--- src/rtl/d_inst_buffer_if.sv ---
// Fetch->decode packet type and the valid/ready handshake interface that carries it.
// The receiver modport is the consuming side of a link, the sender modport the producing side.
package d_inst_buffer_pkg;

  typedef struct packed {
    logic        taken;
    logic [31:0] target;
  } predict_info_t;

  typedef struct packed {
    logic       valid;
    logic [3:0] code;
  } fetch_exc_info_t;

  // One fetch packet: an aligned pair of instructions plus per-slot validity mask.
  typedef struct packed {
    logic [1:0]                mask;
    logic [31:0]               pc;
    logic [1:0][31:0]          insts;
    predict_info_t [1:0]       predict_infos;
    fetch_exc_info_t           fetch_exc_info;
  } f_d_pkg_t;

endpackage

interface handshake_if;
  import d_inst_buffer_pkg::*;

  logic     valid;
  logic     ready;
  f_d_pkg_t data;

  modport receiver (input valid, input data, output ready);
  modport sender   (output valid, output data, input ready);
endinterface

--- src/rtl/d_inst_buffer.sv ---
// d_inst_buffer: in-order F->D packet queue, the only storage in the decode stage.
// Packets with an all-zero mask are acknowledged but dropped; flush discards everything.
// Optional feature macro: D_INST_BUFFER_BYPASS_EN (empty-queue zero-latency pass-through).
module d_inst_buffer
  import d_inst_buffer_pkg::*;
#(
  parameter int DEPTH = 8
) (
  input  logic                       clk,
  input  logic                       rst,
  input  logic                       flush,
  handshake_if.receiver              receiver,
  handshake_if.sender                sender,
  output logic [$clog2(DEPTH+1)-1:0] occupancy
);

  localparam int CNT_W = $clog2(DEPTH) + 1;
  localparam int PTR_W = $clog2(DEPTH);

  f_d_pkg_t mem [DEPTH];

  logic [PTR_W-1:0] wr_ptr_reg, wr_ptr_next;
  logic [PTR_W-1:0] rd_ptr_reg, rd_ptr_next;
  logic [CNT_W-1:0] count_reg,  count_next;

  logic full;
  logic empty;
  logic pkt_live;
  logic enq;
  logic deq;

  assign full     = (count_reg == CNT_W'(DEPTH));
  assign empty    = (count_reg == '0);
  // A live packet carries at least one real instruction and is not being flushed away.
  assign pkt_live = receiver.valid & (|receiver.data.mask) & ~flush;

  // Ready depends only on stored state, so back-pressure never ripples combinationally.
  assign receiver.ready = ~full;

`ifdef D_INST_BUFFER_BYPASS_EN
  logic bypass_active;
  logic bypass_taken;

  // With nothing queued, the incoming packet is presented directly to the decoder.
  assign bypass_active = empty & pkt_live;
  assign bypass_taken  = bypass_active & sender.ready;

  assign sender.valid = ~empty | bypass_active;
  assign sender.data  = empty ? receiver.data : mem[rd_ptr_reg];

  // A packet consumed on the bypass path must not also be written into the queue.
  assign enq = pkt_live & receiver.ready & ~bypass_taken;
`else
  assign sender.valid = ~empty;
  assign sender.data  = mem[rd_ptr_reg];

  assign enq = pkt_live & receiver.ready;
`endif

  // A handshake during flush is not a dequeue; the entry is discarded with the rest.
  assign deq = ~empty & sender.ready & ~flush;

  assign occupancy = count_reg;

  // Next-state for pointers and occupancy; flush collapses the queue to empty.
  always_comb begin
    wr_ptr_next = wr_ptr_reg;
    rd_ptr_next = rd_ptr_reg;
    count_next  = count_reg;
    if (flush) begin
      wr_ptr_next = '0;
      rd_ptr_next = '0;
      count_next  = '0;
    end else begin
      if (enq) begin
        wr_ptr_next = wr_ptr_reg + PTR_W'(1);
      end
      if (deq) begin
        rd_ptr_next = rd_ptr_reg + PTR_W'(1);
      end
      case ({enq, deq})
        2'b10:   count_next = count_reg + CNT_W'(1);
        2'b01:   count_next = count_reg - CNT_W'(1);
        default: count_next = count_reg;
      endcase
    end
  end

  // Control state register with synchronous reset.
  always_ff @(posedge clk) begin
    if (rst) begin
      wr_ptr_reg <= '0;
      rd_ptr_reg <= '0;
      count_reg  <= '0;
    end else begin
      wr_ptr_reg <= wr_ptr_next;
      rd_ptr_reg <= rd_ptr_next;
      count_reg  <= count_next;
    end
  end

  // Packet storage write port; contents need no reset since count gates visibility.
  always_ff @(posedge clk) begin
    if (enq) begin
      mem[wr_ptr_reg] <= receiver.data;
    end
  end

`ifndef SYNTHESIS
  a_count_bound: assert property (@(posedge clk) disable iff (rst) count_reg <= CNT_W'(DEPTH));
  a_no_enq_full: assert property (@(posedge clk) disable iff (rst) !(enq && full));
  a_no_deq_empty: assert property (@(posedge clk) disable iff (rst) !(deq && empty));
`endif

endmodule

--- src/flat_wrapper.sv ---
// flat-port wrapper written by rule: the top's interface ports become plain ports
module d_inst_buffer_flat import d_inst_buffer_pkg::*;
#(
  parameter int DEPTH = 8
)
  (clk, rst, flush, occupancy, receiver_valid, receiver_data, receiver_ready, sender_valid, sender_data, sender_ready);
  handshake_if receiver_i ();
  handshake_if sender_i ();
  input  logic clk;
  input  logic rst;
  input  logic flush;
  output logic [$clog2(DEPTH+1)-1:0] occupancy;
  input wire logic [$bits(receiver_i.valid)-1:0] receiver_valid;
  input wire logic [$bits(receiver_i.data)-1:0] receiver_data;
  output wire logic [$bits(receiver_i.ready)-1:0] receiver_ready;
  output wire logic [$bits(sender_i.valid)-1:0] sender_valid;
  output wire logic [$bits(sender_i.data)-1:0] sender_data;
  input wire logic [$bits(sender_i.ready)-1:0] sender_ready;
  assign receiver_i.valid = receiver_valid;
  assign receiver_i.data = receiver_data;
  assign receiver_ready = receiver_i.ready;
  assign sender_valid = sender_i.valid;
  assign sender_data = sender_i.data;
  assign sender_i.ready = sender_ready;
  d_inst_buffer #(.DEPTH(DEPTH)) u_core (.clk(clk), .rst(rst), .flush(flush), .receiver(receiver_i), .sender(sender_i), .occupancy(occupancy));
endmodule
--- config.mk ---
export PLATFORM = sky130hd
export DESIGN_NAME = d_inst_buffer_flat
export DESIGN_NICKNAME = d
export VERILOG_FILES = /design/src/rtl/d_inst_buffer_if.sv /design/src/rtl/d_inst_buffer.sv /design/src/flat_wrapper.sv
export SDC_FILE = /design/constraint.sdc
export NUM_CORES = 1
export LEC_CHECK = 0
export CORE_MARGIN = 5
export CORE_UTILIZATION = 40
export CTS_BUF_LIST = sky130_fd_sc_hd__clkbuf_2 sky130_fd_sc_hd__clkbuf_4 sky130_fd_sc_hd__clkbuf_8
export DETAILED_ROUTE_END_ITERATION = 10
export PLACE_DENSITY_LB_ADDON = 0.25
export SYNTH_ARGS = -nofsm -noshare
export SYNTH_HDL_FRONTEND = slang
export SYNTH_SLANG_ARGS = --single-unit
--- constraint.sdc ---
create_clock -name clk -period 24.4 [get_ports clk]
set_clock_uncertainty 0.05 [all_clocks]
set_input_delay 2.44 -clock clk [delete_from_list [all_inputs] [get_ports clk]]
set_output_delay 2.44 -clock clk [all_outputs]
set_load 0.005 [all_outputs]
Figure 1. The metal 1 layer (run 1).
Supply wires on this layer in gray.
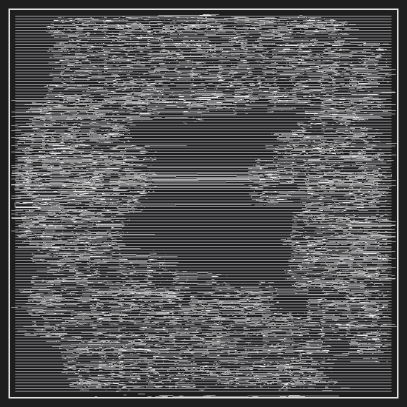
longest straight run	123 um
main direction	horizontal
share of all routed wire	42%
wire length on this layer	46.9 mm
wire length after detailed routing: 112000 um
DR vias: 23100

Figure 2. Signal wires on met2 (run 1).
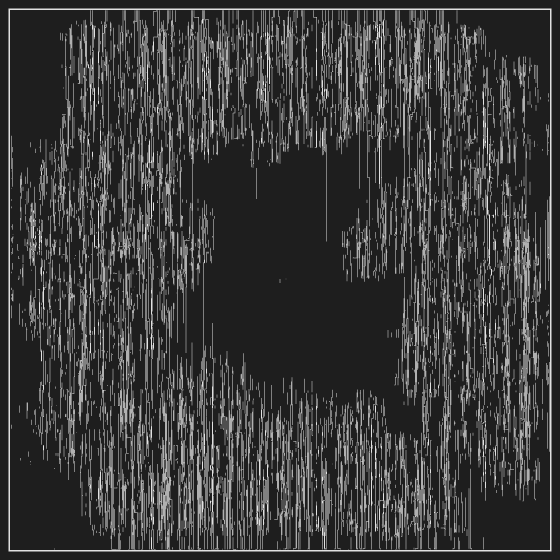
wire length on this layer	56.4 mm
longest straight run	95.2 um
share of all routed wire	50%
nets with wire on the layer	2527
main direction	vertical

Figure 3. Signal wires on met3 (run 1).
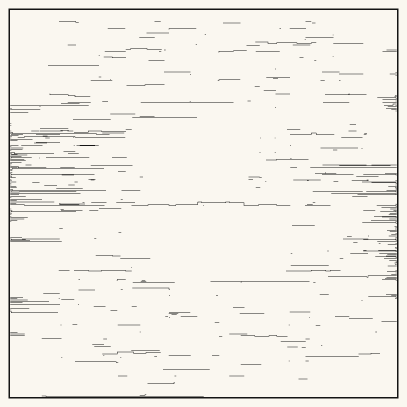
main direction	horizontal
nets with wire on the layer	250
share of all routed wire	5.8%
wire length on this layer	6560 um
longest straight run	151 um
routing usage on met3: 0.0439

==> impl_metrics.yaml, run 1 <==
# implementation run metrics
run_status:
  run_status: "finished, final reports clean"
power:
  largestPowerGroup: "sequential cells"
  sequentialPower_mw: 2.60
  switching_power_uw: 948
  pwr-share-comb: 0.028
  total_power_mw: 4.66
  internal_power_mw: 3.71
  p_leak_nw: 18.9
  max-vdd-ir-drop_uv: 46.7
  power.combinational.total_uw: 131
  proportion_of_power_drawn_by_flip_flops_and_latches: 0.558
  p_per_area_nw_per_um2: 75.5
  sw_frac: 0.204
  power_clock_mw: 1.93
yosys:
  net_count_after_synthesis: 2213
  synth.distinct_cells: 36
  synth.yosys.seq_area_share: 0.786
  synth-edff-count: 1352
  ys_top_cells_by_area: "sky130_fd_sc_hd__edfxtp_1, sky130_fd_sc_hd__mux4_2, sky130_fd_sc_hd__mux4_1"
  ys_cells: 2034
  chip_area_in_the_yosys_report_um2: 52000
  syn_area_um2: 52000
  synthTopCellsByCount: "sky130_fd_sc_hd__edfxtp_1, sky130_fd_sc_hd__mux4_2, sky130_fd_sc_hd__mux2_2"
  netlist.top_cell.by_area: "sky130_fd_sc_hd__edfxtp_1"
  synth_warnings: 0
  numSynthFlops: 1365
  postSynthCellCount: 2034
  yosys_most_used_dff: "sky130_fd_sc_hd__edfxtp_1"
  yosysMostFrequentCell: "sky130_fd_sc_hd__edfxtp_1"
  synth_async_sr_flop_share: 0
floorplanning:
  floorplan.rows: 132
  core_um2: 129000
  die_area_um2: 137000
  initCoreUtil: 0.402
global_routing:
  number_of_global_route_vias_before_repair: 25000
  gr-usage-met1: 0.210
  number_of_antenna_violations_at_the_first_check_in_global_routing: 23
  grt_overflow: 0
  grt_start_max_net_pins: 136
  globalRouteTotalUtil: 0.163
  grt_most_used_layer: "met2"
  gr-usage-met2: 0.271
  first_pass_grt_wire_length_um: 164000
cells_and_area:
  area_delta_synth_final_pct: 18.6
  top_register: "u_core.mem"
  top_cells_excl_fill_tap: "sky130_fd_sc_hd__edfxtp_1, sky130_fd_sc_hd__clkdlybuf4s50_1, sky130_fd_sc_hd__mux4_2"
  post_route_cells_drive_above_1_share: 0.291
  layout_top_cell_excl_fill_tap: "sky130_fd_sc_hd__edfxtp_1"
  finalCoreUtilization: 0.477
  largest_reg_flops: 1352
sta:
  period_used_share: 0.311
  rsz0062_at_grt: "no"
  achievable-frequency_ghz: 0.132
  worst_slew_pin_slew_ns: 1.09
  worst_slew_margin_relative_to_its_limit: 0.276
  finalWorstPathRequiredPeriod_ns: 7.58
  setup-violations-final: 0
clock_tree:
  cts.htree.levels: 4
  cts_post_setup_buffers_inserted: 0
  clock_sinks: 1365
  cts_hold_repair.buffers: 0
  cts_made_buffers: 216
  clk_pin_slew_worst_paths_ns: 0.06
  ctsResizeCount: 0
  cts_tree: "done"
detailed_routing:
  drt-pass1-iter-count: 5
  detail_route.drc_violations: 0
  met2_wirelength_um: 56400
  routed_wire_per_std_cell_um: 25.2
  drt_iter0_markers: 1335
  top_layer_used: "met5"
  detail_route.wirelength.met1_um: 46900
  routed-wl-met3_um: 6560
setup_path:
  crit_path_end_kind: "primary output"
  worstReg2RegStart: "u_core.occupancy[1]"
  crit_type: "reg -> out"
  critical_path.max_fanout: 56
  critical_path.startpoint_type: "flop"
  critical_path.reg2reg.endpoint: "u_core.mem[4][146]"
  worstPathRequired_ns: 21.91
  worst_r2r_path_depth: 6
min_path:
  timing.hold.worst.class: "reg -> reg"
placement:
  place_hpwl_um: 57600
  total_of_buffers_placed_on_input_and_output_ports: 348
flow_run:
  warnings: 52
## run 1: worst min path at each step
stage	slack, ns	end	cells past startpoint	startpoint
2_1_floorplan	0.40	flop	2	u_core.rd_ptr_reg[1]
3_3_place_gp	0.40	flop	2	u_core.rd_ptr_reg[1]
3_5_place_dp	0.42	flop	2	u_core.rd_ptr_reg[1]
4_1_cts	0.43	flop	2	u_core.rd_ptr_reg[1]
5_1_grt	0.45	flop	2	u_core.rd_ptr_reg[1]
6_report	0.43	flop	2	u_core.rd_ptr_reg[1]
## run 1: layout make-up
type,count,area [um2]
diodes,13,32.5
inverters,3,11.3
multi-input cells,566,10400
well taps,1742,2180
clock buffers,298,3590
flip-flops and latches,1365,40900
fillers,10400,67700
clock inverters,95,743
repair buffers,380,3840
## run 1: critical path, cell delays in order (launching register included)
cell	delay, ns
sky130_fd_sc_hd__dfxtp_4	0.78
sky130_fd_sc_hd__buf_4	0.79
sky130_fd_sc_hd__buf_4	0.96
sky130_fd_sc_hd__mux4_1	0.67
sky130_fd_sc_hd__mux2_2	0.28
sky130_fd_sc_hd__clkdlybuf4s50_1	0.53
## run 1: logic make-up (layout without fill, tap and decap cells)
group                      count (synthesis)  in the layout  share of synthesized area
AOI/OAI and AO/OA                         11             11                    0.00128
xor gates and xnor gates                   6              6                    0.00101
adders and majority gates                  5              5                    0.00120
buffers and inverters                    103            776                     0.0150
DFF                                     1365           1365                      0.786
muxes                                    508            508                      0.191
other                                      0             13                          0
and+or+nand+nor                           36             36                    0.00383
## run 1: stage by stage
stage                     setup slack, ns  area, um2  instances
after global placement              17.76      57300       4056
after floorplan                      3.21      52000       2034
final                               16.82      61600       4462
after global routing                16.36      61600       4452
after detailed placement            17.69      57300       4056
after CTS                           16.57      61600       4449
--- run 2 (diff from run 1) ---
==> constraint.sdc (replaced) <==
create_clock -name clk -period 6.1 [get_ports clk]
set_clock_uncertainty 0.05 [all_clocks]
set_input_delay 0.61 -clock clk [delete_from_list [all_inputs] [get_ports clk]]
set_output_delay 0.61 -clock clk [all_outputs]
set_load 0.005 [all_outputs]
Figure 4. Signal wires on met3 (run 2).
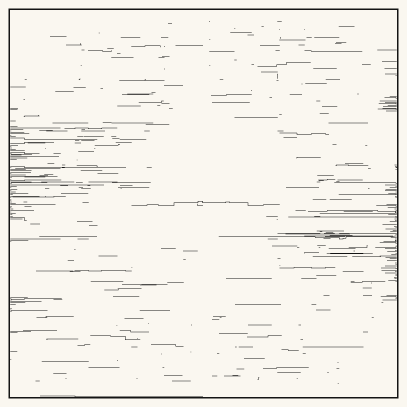
DR vias: 23100
routing usage on met3: 0.0436

Figure 5. The metal 1 layer (run 2).
Supply wires on this layer in gray.
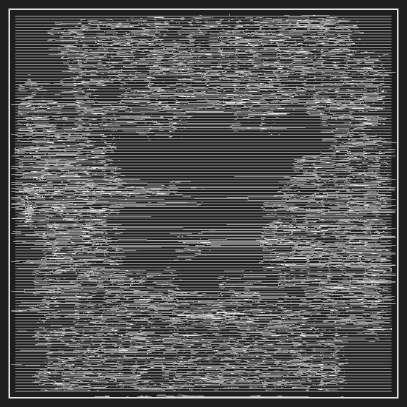
main direction	horizontal
nets with wire on the layer	2579
wire length on this layer	46.6 mm
global routing met1 resource utilization: 0.211
wire length after detailed routing: 111000 um

Figure 6. Signal wires on met2 (run 2).
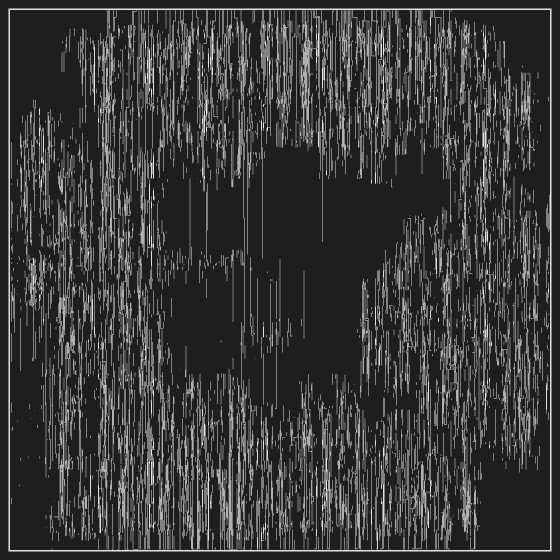
main direction	vertical
wire length on this layer	55.5 mm
nets with wire on the layer	2521
share of all routed wire	50%
met2 Use GR: 0.267

==> run 2 against run 1 <==
Core utilization up 0.21 points. Power rose to 4.0 times the previous value. Setup slack worse by 15 ns. Hold slack worse by 0.12 ns. Global-route usage down 0.12 points. Synthesized cell count unchanged. Final area up 0.44%. Critical path depth down 1. Final cell count unchanged. Combinational power rose to 4.0 times the previous value. Highest routed layer unchanged.
==> impl_metrics.yaml, run 2 <==
# implementation run metrics
clock_tree:
  cts_post_setup_buffers_inserted: 0
  cts.htree.levels: 4
  cts_tree: "done"
  cts_made_buffers: 216
  cts_hold_repair.buffers: 0
  clock_sinks: 1365
  clk_pin_slew_worst_paths_ns: 0.06
setup_path:
  crit_path_end_kind: "primary output"
  worstPathRequired_ns: 5.44
  critical_path.startpoint_type: "flop"
  crit_type: "reg -> out"
cells_and_area:
  top_register: "u_core.mem"
  layout_top_cell_excl_fill_tap: "sky130_fd_sc_hd__edfxtp_1"
  area_delta_synth_final_pct: 19.1
  largest_reg_flops: 1352
  top_cells_excl_fill_tap: "sky130_fd_sc_hd__edfxtp_1, sky130_fd_sc_hd__clkdlybuf4s50_1, sky130_fd_sc_hd__mux4_2"
detailed_routing:
  routed_wire_per_std_cell_um: 25.0
  drt-pass1-iter-count: 5
  routed-wl-met3_um: 6850
  drt_iter0_markers: 1471
  top_layer_used: "met5"
  detail_route.wirelength.met1_um: 46600
sta:
  setup-violations-final: 0
  layout_setup_ws_ns: 1.60
  period_used_share: 0.738
  worst_slew_margin_relative_to_its_limit: 0.287
  finalWorstPathRequiredPeriod_ns: 4.50
  rsz0062_at_grt: "no"
yosys:
  synth.distinct_cells: 36
  postSynthCellCount: 2034
  synth_warnings: 0
  synth-edff-count: 1352
  yosys_most_used_dff: "sky130_fd_sc_hd__edfxtp_1"
  net_count_after_synthesis: 2213
  netlist.top_cell.by_area: "sky130_fd_sc_hd__edfxtp_1"
  ys_top_cells_by_area: "sky130_fd_sc_hd__edfxtp_1, sky130_fd_sc_hd__mux4_2, sky130_fd_sc_hd__mux4_1"
power:
  sw_frac: 0.202
  pwr-share-comb: 0.028
  internal_power_mw: 14.8
  p_per_area_nw_per_um2: 300
  power.combinational.total_uw: 527
  switching_power_mw: 3.75
  max-vdd-ir-drop_uv: 198
  sequentialPower_mw: 10.4
global_routing:
  number_of_global_route_vias_before_repair: 25500
  first_pass_grt_wire_length_um: 163000
  grt_most_used_layer: "met2"
  grt_overflow: 0
  globalRouteTotalUtil: 0.162
run_status:
  run_status: "finished, final reports clean"
placement:
  total_of_buffers_placed_on_input_and_output_ports: 348
  detailedPlace.worstSlack_ns: 2.37
flow_run:
  warnings: 41
floorplanning:
  floorplan.rows: 132
  initCoreUtil: 0.402
run 2: cell counts after synthesis:
No cell type changed its count.
run 2: per-stage QoR:
stage | instance area, um2 | total power, mW | TNS [ns] | std cells | utilization
3_5_place_dp | 57500 | 11.1 | 0 | 4057 | 0.445
5_1_grt | 61900 | 19.4 | 0 | 4460 | 0.479
2_1_floorplan | 52000 | 10.8 | -1812.08 | 2034 | -
4_1_cts | 61900 | 18.9 | 0 | 4456 | 0.479
6_report | 61900 | 18.6 | 0 | 4462 | 0.479
3_3_place_gp | 57500 | 11.1 | 0 | 4057 | 0.445
run 2: path summary, 6_finish.rpt:
kind | from | to | slack, ns | cells after the start
worst min register to register | u_core.rd_ptr_reg[1] | flop | 0.42 | 2
worst min-delay path | sender_ready | flop | 0.31 | 3
worst max-delay path | flop | sender_data[62] | 1.60 | 4
worst max register to register | u_core.occupancy[1] | u_core.mem[6][91] | 3.02 | 6
run 2: final cells by class:
class	instances	area, um2
clock buffers	288	3540
repair buffers	381	4060
inverters	3	11.3
flip-flops and latches	1365	40900
diodes	6	15.0
fillers	10400	67400
clock inverters	111	810
well taps	1742	2180
multi-input cells	566	10400
run 2: logic make-up after synthesis:
logic type | count (synthesis) | share of synthesized area
adder cells (fa/ha/maj) | 5 | 0.00120
multiplexers | 508 | 0.191
flip-flops | 1365 | 0.786
XOR/XNOR | 6 | 0.00101
AND-OR/OR-AND | 11 | 0.00128
buffers and inverters | 103 | 0.0150
AND/OR/NAND/NOR | 36 | 0.00383
run 2: worst max-delay path, stage by stage (launching register included):
cell	delay, ns
sky130_fd_sc_hd__dfxtp_4	0.80
sky130_fd_sc_hd__buf_4	0.67
sky130_fd_sc_hd__mux4_1	0.64
sky130_fd_sc_hd__mux2_2	0.32
sky130_fd_sc_hd__clkdlybuf4s50_1	0.46
Power is estimated from default activity; no workload was simulated.
